**config.mk**
```make
export PLATFORM = sky130hd
export DESIGN_NAME = jtag_tap_multi_flat
export DESIGN_NICKNAME = d
export VERILOG_FILES = /design/src/rtl/jtag_tap_pkg.sv /design/src/rtl/jtag_if.sv /design/src/rtl/jtag_tap_fsm.sv /design/src/rtl/jtag_tap_multi.sv /design/src/flat_wrapper.sv
export SDC_FILE = /design/constraint.sdc
export NUM_CORES = 1
export LEC_CHECK = 0
export CAP_MARGIN = 20
export CORE_MARGIN = 3
export CORE_UTILIZATION = 45
export DETAILED_ROUTE_END_ITERATION = 6
export PLACE_DENSITY = 0.77
export SLEW_MARGIN = 20
export SYNTH_ARGS = -nofsm -noshare
export SYNTH_HDL_FRONTEND = slang
export SYNTH_HIERARCHICAL = 1
export SYNTH_SLANG_ARGS = --single-unit
```
**constraint.sdc**
```tcl
create_clock -name clk -period 2.74 [get_ports clk]
set_input_delay 0.548 -clock clk [delete_from_list [all_inputs] [get_ports clk]]
set_output_delay 0.548 -clock clk [all_outputs]
set_load 0.02 [all_outputs]
```
**src/rtl/jtag_tap_pkg.sv**
```systemverilog
// rtl/jtag_tap_pkg.sv - shared JTAG TAP state/instruction types and default codes
`ifndef IDCODE_VAL
`define IDCODE_VAL 32'h4BA0_0477
`endif

package jtag_tap_pkg;

  // 1149.1-style 4-bit state encoding
  typedef enum logic [3:0] {
    ST_EX2DR   = 4'h0,
    ST_EX1DR   = 4'h1,
    ST_SHDR    = 4'h2,
    ST_PAUSEDR = 4'h3,
    ST_SELIR   = 4'h4,
    ST_UPDR    = 4'h5,
    ST_CAPDR   = 4'h6,
    ST_SELDR   = 4'h7,
    ST_EX2IR   = 4'h8,
    ST_EX1IR   = 4'h9,
    ST_SHIR    = 4'hA,
    ST_PAUSEIR = 4'hB,
    ST_RTI     = 4'hC,
    ST_UPIR    = 4'hD,
    ST_CAPIR   = 4'hE,
    ST_TLR     = 4'hF
  } JtagState;

  typedef enum logic [4:0] {
    IDCODE = 5'h01,
    BYPASS = 5'h1F
  } JtagInstruction;

  localparam logic [4:0] IR_BASE_DEF = 5'h10;

endpackage

```
**src/rtl/jtag_if.sv**
```systemverilog
// rtl/jtag_if.sv - JTAG pin bundle; the target sees TCK/TMS/TDI in and TDO out
interface Jtag;
  logic tck;
  logic tms;
  logic tdi;
  logic tdo;
  modport Target (input tck, input tms, input tdi, output tdo);
  modport Host   (output tck, output tms, output tdi, input tdo);
endinterface

```
**src/rtl/jtag_tap_fsm.sv**
```systemverilog
// rtl/jtag_tap_fsm.sv - 16-state TAP controller, advancing on the synchronised TCK rise strobe
module jtag_tap_fsm
  import jtag_tap_pkg::*;
(
  input  logic     clk,
  input  logic     rst_n,
  input  logic     tck_rise_i,
  input  logic     tms_i,
  output JtagState state_o
);

  JtagState state_q, state_d;

  always_ff @(posedge clk or negedge rst_n) begin
    if (!rst_n) state_q <= ST_TLR;
    else        state_q <= state_d;
  end

  always_comb begin
    state_d = state_q;
    if (tck_rise_i) begin
      case (state_q)
        ST_TLR:     state_d = tms_i ? ST_TLR     : ST_RTI;
        ST_RTI:     state_d = tms_i ? ST_SELDR   : ST_RTI;
        ST_SELDR:   state_d = tms_i ? ST_SELIR   : ST_CAPDR;
        ST_CAPDR:   state_d = tms_i ? ST_EX1DR   : ST_SHDR;
        ST_SHDR:    state_d = tms_i ? ST_EX1DR   : ST_SHDR;
        ST_EX1DR:   state_d = tms_i ? ST_UPDR    : ST_PAUSEDR;
        ST_PAUSEDR: state_d = tms_i ? ST_EX2DR   : ST_PAUSEDR;
        ST_EX2DR:   state_d = tms_i ? ST_UPDR    : ST_SHDR;
        ST_UPDR:    state_d = tms_i ? ST_SELDR   : ST_RTI;
        ST_SELIR:   state_d = tms_i ? ST_TLR     : ST_CAPIR;
        ST_CAPIR:   state_d = tms_i ? ST_EX1IR   : ST_SHIR;
        ST_SHIR:    state_d = tms_i ? ST_EX1IR   : ST_SHIR;
        ST_EX1IR:   state_d = tms_i ? ST_UPIR    : ST_PAUSEIR;
        ST_PAUSEIR: state_d = tms_i ? ST_EX2IR   : ST_PAUSEIR;
        ST_EX2IR:   state_d = tms_i ? ST_UPIR    : ST_SHIR;
        ST_UPIR:    state_d = tms_i ? ST_SELDR   : ST_RTI;
        default:    state_d = ST_TLR;
      endcase
    end
  end

  assign state_o = state_q;

endmodule

```
**src/rtl/jtag_tap_multi.sv**
```systemverilog
// rtl/jtag_tap_multi.sv - clk-domain JTAG TAP with IDCODE, BYPASS and NUM_CH user DR channels
// that hand off each Update-DR through a valid/ready pair with sticky overrun.
module jtag_tap_multi
  import jtag_tap_pkg::*;
#(
  parameter int                IR_LEN         = 5,
  parameter logic [31:0]       IDCODE_VAL     = `IDCODE_VAL,
  parameter int                NUM_CH         = 2,
  parameter int                DR_LEN_MAX     = 41,
  parameter int                CH_LEN[NUM_CH] = '{32, 41},
  parameter logic [IR_LEN-1:0] IR_BASE        = IR_LEN'(IR_BASE_DEF)
) (
  input  logic                                clk,
  input  logic                                rst_n,
  Jtag.Target                                 tap,
  output logic                                tdo_oe_o,
  input  logic [NUM_CH-1:0][DR_LEN_MAX-1:0]   ch_cap_i,
  output logic [NUM_CH-1:0][DR_LEN_MAX-1:0]   ch_data_o,
  output logic [NUM_CH-1:0]                   ch_valid_o,
  input  logic [NUM_CH-1:0]                   ch_ready_i,
  output logic [NUM_CH-1:0]                   ch_overrun_o,
  input  logic [NUM_CH-1:0]                   ch_overrun_clr_i,
  output logic [IR_LEN-1:0]                   ir_o,
  output logic [3:0]                          state_o
);

  // One shared DR shift chain, wide enough for IDCODE and the widest channel
  localparam int DW = (DR_LEN_MAX > 32) ? DR_LEN_MAX : 32;
  localparam logic [IR_LEN-1:0] IR_IDCODE = IR_LEN'(IDCODE);

  function automatic logic [DW-1:0] len_mask(input int len);
    return (DW'(1) << len) - DW'(1);
  endfunction

  logic [2:0] tck_sync_q;
  logic [1:0] tms_sync_q, tdi_sync_q;
  logic       tck_rise, tck_fall, tdi;
  JtagState   state;

  logic [IR_LEN-1:0]                  ir_chain_q, ir_chain_d, ir_q, ir_d;
  logic [DW-1:0]                      dr_chain_q, dr_chain_d;
  logic                               tdo_q, tdo_d, tdo_oe_q, tdo_oe_d;
  logic [NUM_CH-1:0][DR_LEN_MAX-1:0]  ch_data_q, ch_data_d;
  logic [NUM_CH-1:0]                  ch_valid_q, ch_valid_d, ch_overrun_q, ch_overrun_d;
  logic [NUM_CH-1:0]                  sel_oh;
  logic                               sel_idcode, ir_known;
  int                                 sel_len;

  // TMS/TDI ride the same two-flop delay as TCK so they line up with the strobes
  always_ff @(posedge clk or negedge rst_n) begin
    if (!rst_n) begin
      tck_sync_q <= '0;
      tms_sync_q <= '0;
      tdi_sync_q <= '0;
    end else begin
      tck_sync_q <= {tck_sync_q[1:0], tap.tck};
      tms_sync_q <= {tms_sync_q[0], tap.tms};
      tdi_sync_q <= {tdi_sync_q[0], tap.tdi};
    end
  end

  assign tck_rise = tck_sync_q[1] & ~tck_sync_q[2];
  assign tck_fall = ~tck_sync_q[1] & tck_sync_q[2];
  assign tdi      = tdi_sync_q[1];

  jtag_tap_fsm u_fsm (
    .clk        (clk),
    .rst_n      (rst_n),
    .tck_rise_i (tck_rise),
    .tms_i      (tms_sync_q[1]),
    .state_o    (state)
  );

  always_comb begin
    sel_idcode = (ir_q == IR_IDCODE);
    sel_oh     = '0;
    sel_len    = sel_idcode ? 32 : 1;
    ir_known   = (ir_chain_q == IR_IDCODE);
    for (int i = 0; i < NUM_CH; i++) begin
      if (ir_q == IR_BASE + IR_LEN'(i)) begin
        sel_oh[i] = 1'b1;
        sel_len   = CH_LEN[i];
      end
      if (ir_chain_q == IR_BASE + IR_LEN'(i)) ir_known = 1'b1;
    end
  end

  always_comb begin
    ir_chain_d   = ir_chain_q;
    ir_d         = ir_q;
    dr_chain_d   = dr_chain_q;
    tdo_d        = tdo_q;
    tdo_oe_d     = tdo_oe_q;
    ch_data_d    = ch_data_q;
    ch_valid_d   = ch_valid_q & ~ch_ready_i;
    ch_overrun_d = ch_overrun_q & ~ch_overrun_clr_i;

    if (state == ST_TLR) begin
      ir_d       = IR_IDCODE;
      ir_chain_d = '0;
    end

    if (tck_rise) begin
      case (state)
        ST_CAPIR: ir_chain_d = IR_LEN'(1);
        ST_SHIR:  ir_chain_d = {tdi, ir_chain_q[IR_LEN-1:1]};
        ST_CAPDR: begin
          dr_chain_d = sel_idcode ? DW'(IDCODE_VAL) : '0;
          for (int i = 0; i < NUM_CH; i++)
            if (sel_oh[i]) dr_chain_d = DW'(ch_cap_i[i]) & len_mask(CH_LEN[i]);
        end
        ST_SHDR:  dr_chain_d = (dr_chain_q >> 1) | (DW'(tdi) << (sel_len - 1));
        default:  ;
      endcase
    end

    if (tck_fall) begin
      tdo_d    = (state == ST_SHIR) ? ir_chain_q[0] : dr_chain_q[0];
      tdo_oe_d = (state == ST_SHIR) || (state == ST_SHDR);
      if (state == ST_UPIR) ir_d = ir_known ? ir_chain_q : '1;
      if (state == ST_UPDR) begin
        // Ready in the same clk frees the slot, so the new word is taken, not dropped
        for (int i = 0; i < NUM_CH; i++) begin
          if (sel_oh[i]) begin
            if (!ch_valid_q[i] || ch_ready_i[i]) begin
              ch_data_d[i]  = DR_LEN_MAX'(dr_chain_q & len_mask(CH_LEN[i]));
              ch_valid_d[i] = 1'b1;
            end else begin
              ch_overrun_d[i] = 1'b1;
            end
          end
        end
      end
    end
  end

  always_ff @(posedge clk or negedge rst_n) begin
    if (!rst_n) begin
      ir_chain_q   <= '0;
      ir_q         <= IR_IDCODE;
      dr_chain_q   <= '0;
      tdo_q        <= 1'b0;
      tdo_oe_q     <= 1'b0;
      ch_data_q    <= '0;
      ch_valid_q   <= '0;
      ch_overrun_q <= '0;
    end else begin
      ir_chain_q   <= ir_chain_d;
      ir_q         <= ir_d;
      dr_chain_q   <= dr_chain_d;
      tdo_q        <= tdo_d;
      tdo_oe_q     <= tdo_oe_d;
      ch_data_q    <= ch_data_d;
      ch_valid_q   <= ch_valid_d;
      ch_overrun_q <= ch_overrun_d;
    end
  end

  assign tap.tdo      = tdo_q;
  assign tdo_oe_o     = tdo_oe_q;
  assign ch_data_o    = ch_data_q;
  assign ch_valid_o   = ch_valid_q;
  assign ch_overrun_o = ch_overrun_q;
  assign ir_o         = ir_q;
  assign state_o      = state;

endmodule

```
**src/flat_wrapper.sv**
```systemverilog
// flat-port wrapper written by rule: the top's interface ports become plain ports
module jtag_tap_multi_flat import jtag_tap_pkg::*;
#(
  parameter int                IR_LEN         = 5,
  parameter logic [31:0]       IDCODE_VAL     = `IDCODE_VAL,
  parameter int                NUM_CH         = 2,
  parameter int                DR_LEN_MAX     = 41,
  parameter int                CH_LEN[NUM_CH] = '{32, 41},
  parameter logic [IR_LEN-1:0] IR_BASE        = IR_LEN'(IR_BASE_DEF)
)
  (clk, rst_n, tdo_oe_o, ch_cap_i, ch_data_o, ch_valid_o, ch_ready_i, ch_overrun_o, ch_overrun_clr_i, ir_o, state_o, tap_tck, tap_tms, tap_tdi, tap_tdo);
  Jtag tap_i ();
  input  logic clk;
  input  logic rst_n;
  output logic tdo_oe_o;
  input  logic [NUM_CH-1:0][DR_LEN_MAX-1:0] ch_cap_i;
  output logic [NUM_CH-1:0][DR_LEN_MAX-1:0] ch_data_o;
  output logic [NUM_CH-1:0] ch_valid_o;
  input  logic [NUM_CH-1:0] ch_ready_i;
  output logic [NUM_CH-1:0] ch_overrun_o;
  input  logic [NUM_CH-1:0] ch_overrun_clr_i;
  output logic [IR_LEN-1:0] ir_o;
  output logic [3:0] state_o;
  input wire logic [$bits(tap_i.tck)-1:0] tap_tck;
  input wire logic [$bits(tap_i.tms)-1:0] tap_tms;
  input wire logic [$bits(tap_i.tdi)-1:0] tap_tdi;
  output wire logic [$bits(tap_i.tdo)-1:0] tap_tdo;
  assign tap_i.tck = tap_tck;
  assign tap_i.tms = tap_tms;
  assign tap_i.tdi = tap_tdi;
  assign tap_tdo = tap_i.tdo;
  jtag_tap_multi #(.IR_LEN(IR_LEN), .IDCODE_VAL(IDCODE_VAL), .NUM_CH(NUM_CH), .DR_LEN_MAX(DR_LEN_MAX), .CH_LEN(CH_LEN), .IR_BASE(IR_BASE)) u_core (.clk(clk), .rst_n(rst_n), .tap(tap_i), .tdo_oe_o(tdo_oe_o), .ch_cap_i(ch_cap_i), .ch_data_o(ch_data_o), .ch_valid_o(ch_valid_o), .ch_ready_i(ch_ready_i), .ch_overrun_o(ch_overrun_o), .ch_overrun_clr_i(ch_overrun_clr_i), .ir_o(ir_o), .state_o(state_o));
endmodule
```
### Clock distribution, run 1

The bar under the picture is 50 um long.
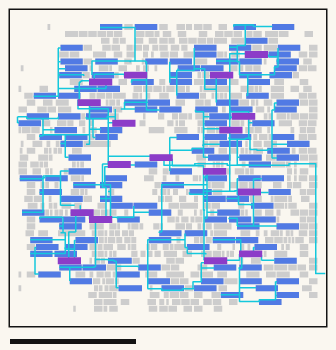
legend:
  cyan:
    item: clock wires
    length: 1670 um
  purple:
    item: clock-net drivers
    count: 17
  blue:
    item: flip-flops
    count: 141
flops lie: all over the die

### Local utilization, run 1

The die is cut into 13 by 13 equal tiles; white is low, dark blue is high, 0 to 100% covered.
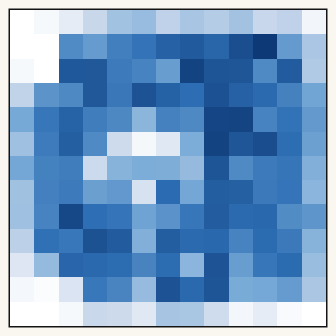
tiles over 75% full: 29%
mean over tiles: 55%
fullest tile: 96%
nearly empty tiles: 4.7%

==> impl_table.tex, run 1 <==
% Table of physical implementation metrics
\begin{tabular}{lr}
\hline
Metric & Value \\
\hline
\multicolumn{2}{l}{\textbf{Outcome}} \\
Status & complete, no violations \\
\multicolumn{2}{l}{\textbf{Die}} \\
Total number of placement rows & 42 \\
Vertical die size & around 130 um \\
Core box area & about 0.014 mm2 \\
Boundary pin count & 188 \\
Die Span X & approximately 130 um \\
Total die size & between 0.015 and 0.02 mm2 \\
Initial cell density of the core & 0.471 \\
\multicolumn{2}{l}{\textbf{Setup path}} \\
Worst Path Max Fanout & 18 \\
Bufs and invs on worst path & 1 \\
Master of the slowest instance on the critical path & sky130\_fd\_sc\_hd\_\_dfstp\_2 \\
Crit. path cell count & 1 \\
Reg2Reg Launch Point & u\_core/ir\_o[1] \\
Critical Path Sink & state\_o[3] \\
Critical path start-end classification & register to output port \\
Setup crit end kind & output port \\
Origin of the worst setup path & u\_core/u\_fsm/state\_o[3] \\
Cell Chain, Critical Path & clkdlybuf4s50\_1 \\
Worst Setup Start Kind & register \\
Logic depth of the worst register-to-register path & 6 \\
Arrival @ worst endpoint & roughly 1800 ps \\
Capture point of the worst reg-to-reg path & u\_core/dr\_chain\_q[0] \\
Endpoint required time on the critical path & about 2200 ps \\
Critical path's largest stage delay & between 700 and 800 ps \\
Register-to-Register Setup Slack & approximately 460 ps \\
CP top delay family & flip-flops \\
\multicolumn{2}{l}{\textbf{Cells and area}} \\
Combinational gate count & between 300 and 400 \\
Number of filler instances in the final layout & just over 1000 \\
Number of antenna repair diodes & 0 \\
Flop count & $\sim$140 \\
Total of plain and repair buffers excluding clock buffers & $\sim$180 \\
Clock buffer instance count of the final layout & 17 \\
Post-route cell area & 0.00885 mm2 \\
Layout buffering overhead excluding clock cells & 0.206 \\
Number of non-clock inverters & 16 \\
Most used logic cell in the final layout & sky130\_fd\_sc\_hd\_\_clkdlybuf4s50\_1 \\
Post-route insts no fill & just under 900 \\
Most frequent cells in the layout & sky130\_fd\_sc\_hd\_\_clkdlybuf4s50\_1 (168), sky130\_fd\_sc\_hd\_\_dfrtp\_1 (136), sky130\_fd\_sc\_hd\_\_mux2\_2 (44), sky130\_fd\_sc\_hd\_\_nor2\_1 (33), sky130\_fd\_sc\_hd\_\_a21oi\_1 (33) \\
Share of the final layout cell area in multi-input gates & 0.294 \\
Logic area & about 0.0026 mm2 \\
Area added between synthesis and finish & 38.7\% \\
Fraction of layout instances using a drive strength above 1 & 0.197 \\
Sequential cell area in the final layout & 0.00353 mm2 \\
Net total in the final layout & roughly 790 \\
\multicolumn{2}{l}{\textbf{STA}} \\
Number of max-slew violations in the final report & 0 \\
Final number of setup-violating endpoints & 0 \\
Post-route fraction of the period consumed by the critical path & 0.867 \\
Fmax & about 420 MHz \\
Setup TNS & 0 ps \\
Setup slack after layout & $\sim$360 ps \\
Setup clock skew after layout & 7.21 ps \\
Transition time at the pin with the least slew margin & a little under 700 ps \\
RSZ-0062 raised after global routing & false \\
Post-layout min period & $\sim$2400 ps \\
Worst relative slew slack & 0.542 \\
Post-route worst hold slack & 59.6 ps \\
Number of endpoints with negative hold slack in the final report & 0 \\
\multicolumn{2}{l}{\textbf{Placed design}} \\
Number of buffers inserted by port buffering & about 170 \\
Area of placed instances & just over 0.008 mm2 \\
Cell count after placement & approximately 860 \\
Routability cong. & roughly 0.85 \\
Setup slack at placement & 477 ps \\
\multicolumn{2}{l}{\textbf{Global routing}} \\
Number of antenna violations at the first check in global routing & 0 \\
Largest net degree at the start of global routing & 67 \\
First-pass GRT wire length & 27600 um \\
Total track usage & 0.222 \\
Leftover overflow at the end of global routing & 0 \\
\multicolumn{2}{l}{\textbf{Detailed routing}} \\
Pre-Repair DR Iteration Count & 5 \\
Vias/cell & 5.51 \\
DRC violation count after routing & 0 \\
Antenna violation net count after detailed routing & 0 \\
Aggregate routed wire length & between 15000 and 20000 um \\
Vias & between 4000 and 5000 \\
Average wire per cell in the routed design & 19.3 um \\
\multicolumn{2}{l}{\textbf{Synthesis}} \\
Sequential area share after synthesis & 0.554 \\
Proportion of register bits with asynchronous set or reset after synthesis & 1.00 \\
Area share, top type & 0.533 \\
Synthesized flop and latch total & 141 \\
Netlist cell types & $\sim$55 \\
Largest cells by area after synthesis & sky130\_fd\_sc\_hd\_\_dfrtp\_1 (53\%), sky130\_fd\_sc\_hd\_\_mux2\_2 (7.8\%), sky130\_fd\_sc\_hd\_\_mux2\_4 (7.3\%) \\
Tally of yosys warning messages & 6 \\
Count of flip-flops with a built-in enable after synthesis & 0 \\
Most numerous cell in the Yosys netlist & sky130\_fd\_sc\_hd\_\_dfrtp\_1 \\
Main flop type & sky130\_fd\_sc\_hd\_\_dfrtp\_1 \\
Synthesized cell area & between 0.006 and 0.007 mm2 \\
Mapped Cells & about 530 \\
Post-synth top cells & sky130\_fd\_sc\_hd\_\_dfrtp\_1 (136), sky130\_fd\_sc\_hd\_\_mux2\_2 (44), sky130\_fd\_sc\_hd\_\_nor2\_1 (34) \\
\multicolumn{2}{l}{\textbf{Hold path}} \\
Min-delay worst type & primary input to asynchronous set/reset pin \\
\multicolumn{2}{l}{\textbf{Clocking}} \\
TritonCTS clock tree & yes \\
Latest clock arrival within the worst-skew pair & a little over 400 ps \\
Number of levels the H-tree was split into & 4 \\
Resized Gates After CTS & 0 \\
Post-CTS setup buffer count & 0 \\
Number of hold buffers added after cts & 0 \\
CTS buffer count & 17 \\
Clock Root Buffer & sky130\_fd\_sc\_hd\_\_clkbuf\_16 \\
\multicolumn{2}{l}{\textbf{Job}} \\
Max-capacitance violation count & 0 \\
Number of logged tool warnings & 35 \\
\multicolumn{2}{l}{\textbf{Power and ir drop}} \\
P per Cell Area & 992 mW/mm2 \\
Design Power & between 8000 and 9000 uW \\
Leakage power & approximately 0.004 uW \\
\hline
\end{tabular}
### Placement view, run 1

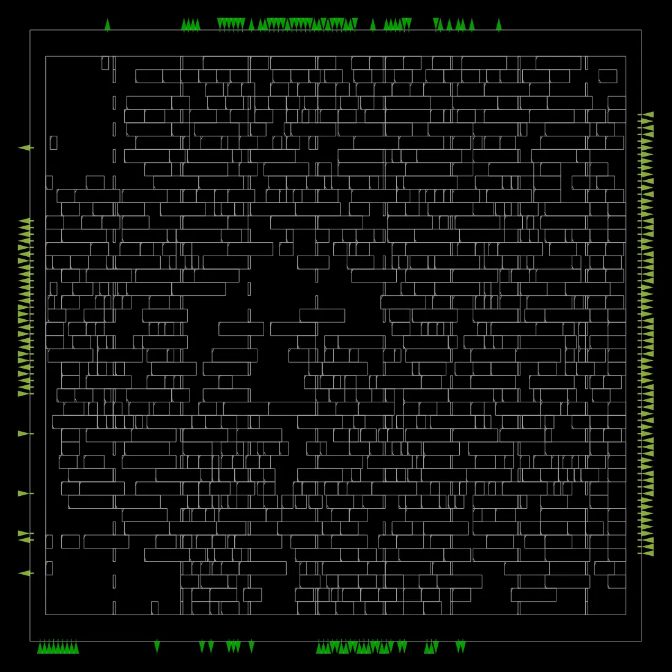
utilization after layout: 0.653
sequential cell area share: 0.399
well tap count: 176

-- run 1: layer usage --
| layer | track usage | vias up | routed length [um] |
|---|---|---|---|
| met5 | 0 | - | 0 |
| met4 | 0.0708 | 0 | 236 |
| met3 | 0.0571 | 18 | 1330 |
| met2 | 0.366 | 202 | 8400 |
| met1 | 0.290 | 2426 | 7170 |
| li1 | - | 2255 | - |
-- run 1: power by group --
part	internal [uW]	total (uW)	switching [uW]
logic	1510	3050	1540
clock network	1450	2360	913
registers	2750	3370	617
total	5710	8780	3070
-- run 1: sequential cells by signal (all words and copies together) (netlist names), 2 cells and up --
| register | cells |
|---|---|
| u_core/ch_data_o | 73 |
| u_core/ch_overrun_o | 2 |
| u_core/ch_valid_o | 2 |
| u_core/dr_chain_q | 41 |
| u_core/ir_chain_q | 5 |
| u_core/ir_o | 5 |
| u_core/tck_sync_q | 3 |
| u_core/tdi_sync_q | 2 |
| u_core/tms_sync_q | 2 |
| u_core/u_fsm/state_o | 4 |
-- run 1: logic make-up after synthesis --
group / after synthesis / share of synthesized area
AOI/OAI and AO/OA: 132 / 0.138
buffers and inverters: 58 / 0.0469
DFF: 141 / 0.554
xor gates and xnor gates: 1 / 0.00137
and+or+nand+nor: 119 / 0.0981
muxes: 80 / 0.159
other: 1 / 0.000588
adders and majority gates: 1 / 0.00196
-- run 1: worst register-to-register path, cell delays in order (launching register included) --
cell and delay, ps:
sky130_fd_sc_hd__dfrtp_1 420, sky130_fd_sc_hd__nor3_1 370, sky130_fd_sc_hd__o21ai_0 260, sky130_fd_sc_hd__ha_1 380
sky130_fd_sc_hd__and3b_1 190, sky130_fd_sc_hd__a2111oi_0 440, sky130_fd_sc_hd__a311oi_1 90
==> run 2: changes to the inputs <==
--- a/config.mk
+++ b/config.mk
@@ -9,6 +9,7 @@
 export CORE_MARGIN = 3
 export CORE_UTILIZATION = 45
 export DETAILED_ROUTE_END_ITERATION = 6
+export GPL_ROUTABILITY_DRIVEN = 1
 export PLACE_DENSITY = 0.77
 export SLEW_MARGIN = 20
 export SYNTH_ARGS = -nofsm -noshare
==> run 2 against run 1 <==
Clock skew stayed put. Clock power hardly changed. Sequential share of layout area stayed put. Wire length stayed put. Design area stayed put. Power stayed put. Hold slack stayed put. Final cell count stayed put. Critical path type unchanged. Largest cell class unchanged.
==> impl_table.tex, run 2 <==
% Table of physical implementation metrics
\begin{tabular}{lr}
\hline
Metric & Value \\
\hline
\multicolumn{2}{l}{\textbf{Synthesis}} \\
Dominant comb cell & multiplexers \\
Post-synth top cells & sky130\_fd\_sc\_hd\_\_dfrtp\_1 (136), sky130\_fd\_sc\_hd\_\_mux2\_2 (44), sky130\_fd\_sc\_hd\_\_nor2\_1 (34) \\
Number of cells in Yosys stat & between 500 and 600 \\
Synthesized cell area & $\sim$0.0064 mm2 \\
Mapped Cells & 533 \\
Post-synthesis cell type with the largest combined area & sky130\_fd\_sc\_hd\_\_dfrtp\_1 \\
Post-Synth XOR/XNOR Area & 0.00137 \\
Synthesis area per yosys & approximately 0.0064 mm2 \\
Multiplexer area fraction after synthesis & 0.159 \\
Largest cells by area after synthesis & sky130\_fd\_sc\_hd\_\_dfrtp\_1 (53\%), sky130\_fd\_sc\_hd\_\_mux2\_2 (7.8\%), sky130\_fd\_sc\_hd\_\_mux2\_4 (7.3\%) \\
Synth Area per Inst & between 10 and 15 um2 \\
Count of flip-flops with a built-in enable after synthesis & 0 \\
Most numerous cell in the Yosys netlist & sky130\_fd\_sc\_hd\_\_dfrtp\_1 \\
Sequential area share after synthesis & 0.554 \\
Area share, top type & 0.533 \\
Synthesized flop and latch total & about 140 \\
Tally of yosys warning messages & 6 \\
Netlist cell types & about 55 \\
Simple-gate area share of the yosys netlist & 0.0981 \\
Adder Share, Synth & 0.00196 \\
Fraction of the mapped netlist area in compound gates & 0.138 \\
Main flop type & sky130\_fd\_sc\_hd\_\_dfrtp\_1 \\
Proportion of register bits with asynchronous set or reset after synthesis & 1.00 \\
\multicolumn{2}{l}{\textbf{STA}} \\
Number of max-slew violations in the final report & 0 \\
Post-layout min period & 2380 ps \\
Post-route worst hold slack & between 50 and 60 ps \\
Fmax & around 420 MHz \\
Number of endpoints with negative hold slack in the final report & 0 \\
Setup clock skew after layout & a little over 7 ps \\
Post-route fraction of the period consumed by the critical path & 0.867 \\
Setup TNS & 0 ps \\
Final number of setup-violating endpoints & 0 \\
Transition time at the pin with the least slew margin & 683 ps \\
RSZ-0062 raised after global routing & false \\
Worst relative slew slack & 0.542 \\
\multicolumn{2}{l}{\textbf{Setup path}} \\
Endpoint required time on the critical path & approximately 2200 ps \\
Critical path's largest stage delay & approximately 740 ps \\
Cell Chain, Critical Path & clkdlybuf4s50\_1 \\
Critical path start-end classification & register to output port \\
Setup crit end kind & output port \\
CP top delay family & flip-flops \\
Capture point of the worst reg-to-reg path & u\_core/dr\_chain\_q[0] \\
Reg2Reg Launch Point & u\_core/ir\_o[1] \\
Logic depth of the worst register-to-register path & 6 \\
Worst Setup Start Kind & register \\
Bufs and invs on worst path & 1 \\
Worst Path Max Fanout & 18 \\
Arrival @ worst endpoint & between 1500 and 2000 ps \\
Register-to-Register Setup Slack & $\sim$460 ps \\
Master of the slowest instance on the critical path & sky130\_fd\_sc\_hd\_\_dfstp\_2 \\
Origin of the worst setup path & u\_core/u\_fsm/state\_o[3] \\
\multicolumn{2}{l}{\textbf{Outcome}} \\
Status & complete, no violations \\
\multicolumn{2}{l}{\textbf{Detailed routing}} \\
Vias/cell & 5.51 \\
Pre-Repair DR Iteration Count & 5 \\
Antenna violation net count after detailed routing & 0 \\
DRC violation count after routing & 0 \\
Aggregate routed wire length & roughly 17000 um \\
Average wire per cell in the routed design & 19.3 um \\
Number of DRC markers after the initial detailed-route iteration & 410 \\
Vias & a little under 5000 \\
\multicolumn{2}{l}{\textbf{Global routing}} \\
Number of antenna violations at the first check in global routing & 0 \\
Total track usage & 0.222 \\
Leftover overflow at the end of global routing & 0 \\
First-pass GRT wire length & roughly 28000 um \\
Vias in the first global route & slightly above 5000 \\
Largest net degree at the start of global routing & between 60 and 70 \\
\multicolumn{2}{l}{\textbf{Cells and area}} \\
Number of antenna repair diodes & 0 \\
Most frequent cells in the layout & sky130\_fd\_sc\_hd\_\_clkdlybuf4s50\_1 (168), sky130\_fd\_sc\_hd\_\_dfrtp\_1 (136), sky130\_fd\_sc\_hd\_\_mux2\_2 (44), sky130\_fd\_sc\_hd\_\_nor2\_1 (33), sky130\_fd\_sc\_hd\_\_a21oi\_1 (33) \\
Flip-flop count of the largest register, all copies and words added & $\sim$73 \\
Area added between synthesis and finish & 38.7\% \\
Most used logic cell in the final layout & sky130\_fd\_sc\_hd\_\_clkdlybuf4s50\_1 \\
Net total in the final layout & 793 \\
Fraction of layout instances using a drive strength above 1 & 0.197 \\
\multicolumn{2}{l}{\textbf{Die}} \\
Die Span X & 125 um \\
Total die size & about 0.016 mm2 \\
Boundary pin count & around 190 \\
Total number of placement rows & approximately 42 \\
Vertical die size & between 100 and 150 um \\
\multicolumn{2}{l}{\textbf{Clocking}} \\
CTS buffer count & 17 \\
Resized Gates After CTS & 0 \\
TritonCTS clock tree & yes \\
Sink count of the clock tree & 141 \\
Clk buf depth & 2 \\
Post-CTS setup buffer count & 0 \\
Number of hold buffers added after cts & 0 \\
Clock-pin slew on the worst setup and hold paths & 60 ps \\
Clock Root Buffer & sky130\_fd\_sc\_hd\_\_clkbuf\_16 \\
Latest clock arrival within the worst-skew pair & 410 ps \\
Number of levels the H-tree was split into & 4 \\
\multicolumn{2}{l}{\textbf{Placed design}} \\
Routability cong. & around 0.85 \\
Estimated wirelength of the detail-placed design & 12000 um \\
Number of buffers inserted by port buffering & about 170 \\
\multicolumn{2}{l}{\textbf{Job}} \\
Max-capacitance violation count & 0 \\
Number of logged tool warnings & 35 \\
\multicolumn{2}{l}{\textbf{Power and ir drop}} \\
Leakage power & 0.00402 uW \\
Maximum vdd drop & approximately 450 uV \\
P per Cell Area & slightly below 1000 mW/mm2 \\
\multicolumn{2}{l}{\textbf{Hold path}} \\
Min-delay worst type & primary input to asynchronous set/reset pin \\
\hline
\end{tabular}
run 2: cell counts in the layout (fill, tap and decap cells not counted):
No cell type changed its count.
run 2: logic make-up after synthesis:
family / after synthesis
buf+inv: 58
flops: 141
xor+xnor: 1
other cells: 1
fa+ha+maj: 1
mux: 80
compound gates: 132
simple gates: 119
run 2: how the worst max path moves through the flow:
stage | to | slack (ps) | cells past startpoint
finish | state_o[3] | 360 | 1
global route | u_core/dr_chain_q[0] | 90 | 6
CTS | state_o[3] | 340 | 1
detailed placement | u_core/dr_chain_q[0] | 480 | 6
global placement | u_core/dr_chain_q[0] | 510 | 6
floorplan | u_core/dr_chain_q[0] | 460 | 7
run 2: final cells by class:
cell class / count / area [um2]
Clock buffer: 17 / 425
Clock inverter: 15 / 186
Fill cell: 1013 / 4710
Inverter: 16 / 60.1
Multi-Input combinational cell: 342 / 2600
Sequential cell: 141 / 3530
Tap cell: 176 / 220
Timing Repair Buffer: 183 / 1820
run 2: per-layer routing:
metal,track usage,up-vias,part of all wire
met5,0,-,0
met1,0.290,2426,0.42
met3,0.0571,18,0.078
met4,0.0708,0,0.014
li1,-,2255,-
met2,0.366,202,0.49
run 2: through the flow:
step | total power, uW | utilization | cells | instance area, um2 | setup slack [ps]
global placement | 6320 | 0.607 | 858 | 8230 | 508
floorplan | 5040 | - | 541 | 6410 | 465
global route | 9270 | 0.653 | 890 | 8850 | 94.8
CTS | 8840 | 0.653 | 890 | 8850 | 340
detailed placement | 6440 | 0.608 | 858 | 8240 | 477
finish | 8780 | 0.653 | 890 | 8850 | 364
run 2: report_power, final:
part	leakage (uW)	switching [uW]	internal, uW
clock network	0.000293	913	1450
logic	0.00191	1540	1510
registers	0.00183	617	2750
total	0.00402	3070	5710
### Local utilization, run 2

The die is cut into 13 by 13 equal tiles; white is low, dark blue is high, 0 to 100% covered.
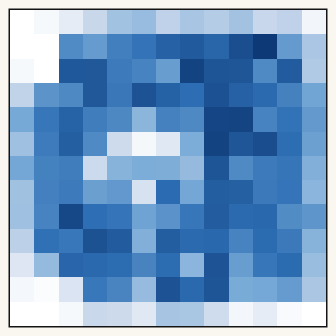
fullest tile: 96%
tiles over 75% full: 29%
mean over tiles: 55%
nearly empty tiles: 4.7%
initial cell density of the core: 0.471
core box area: 0.0136 mm2

Power and IR drop assume default switching activity.
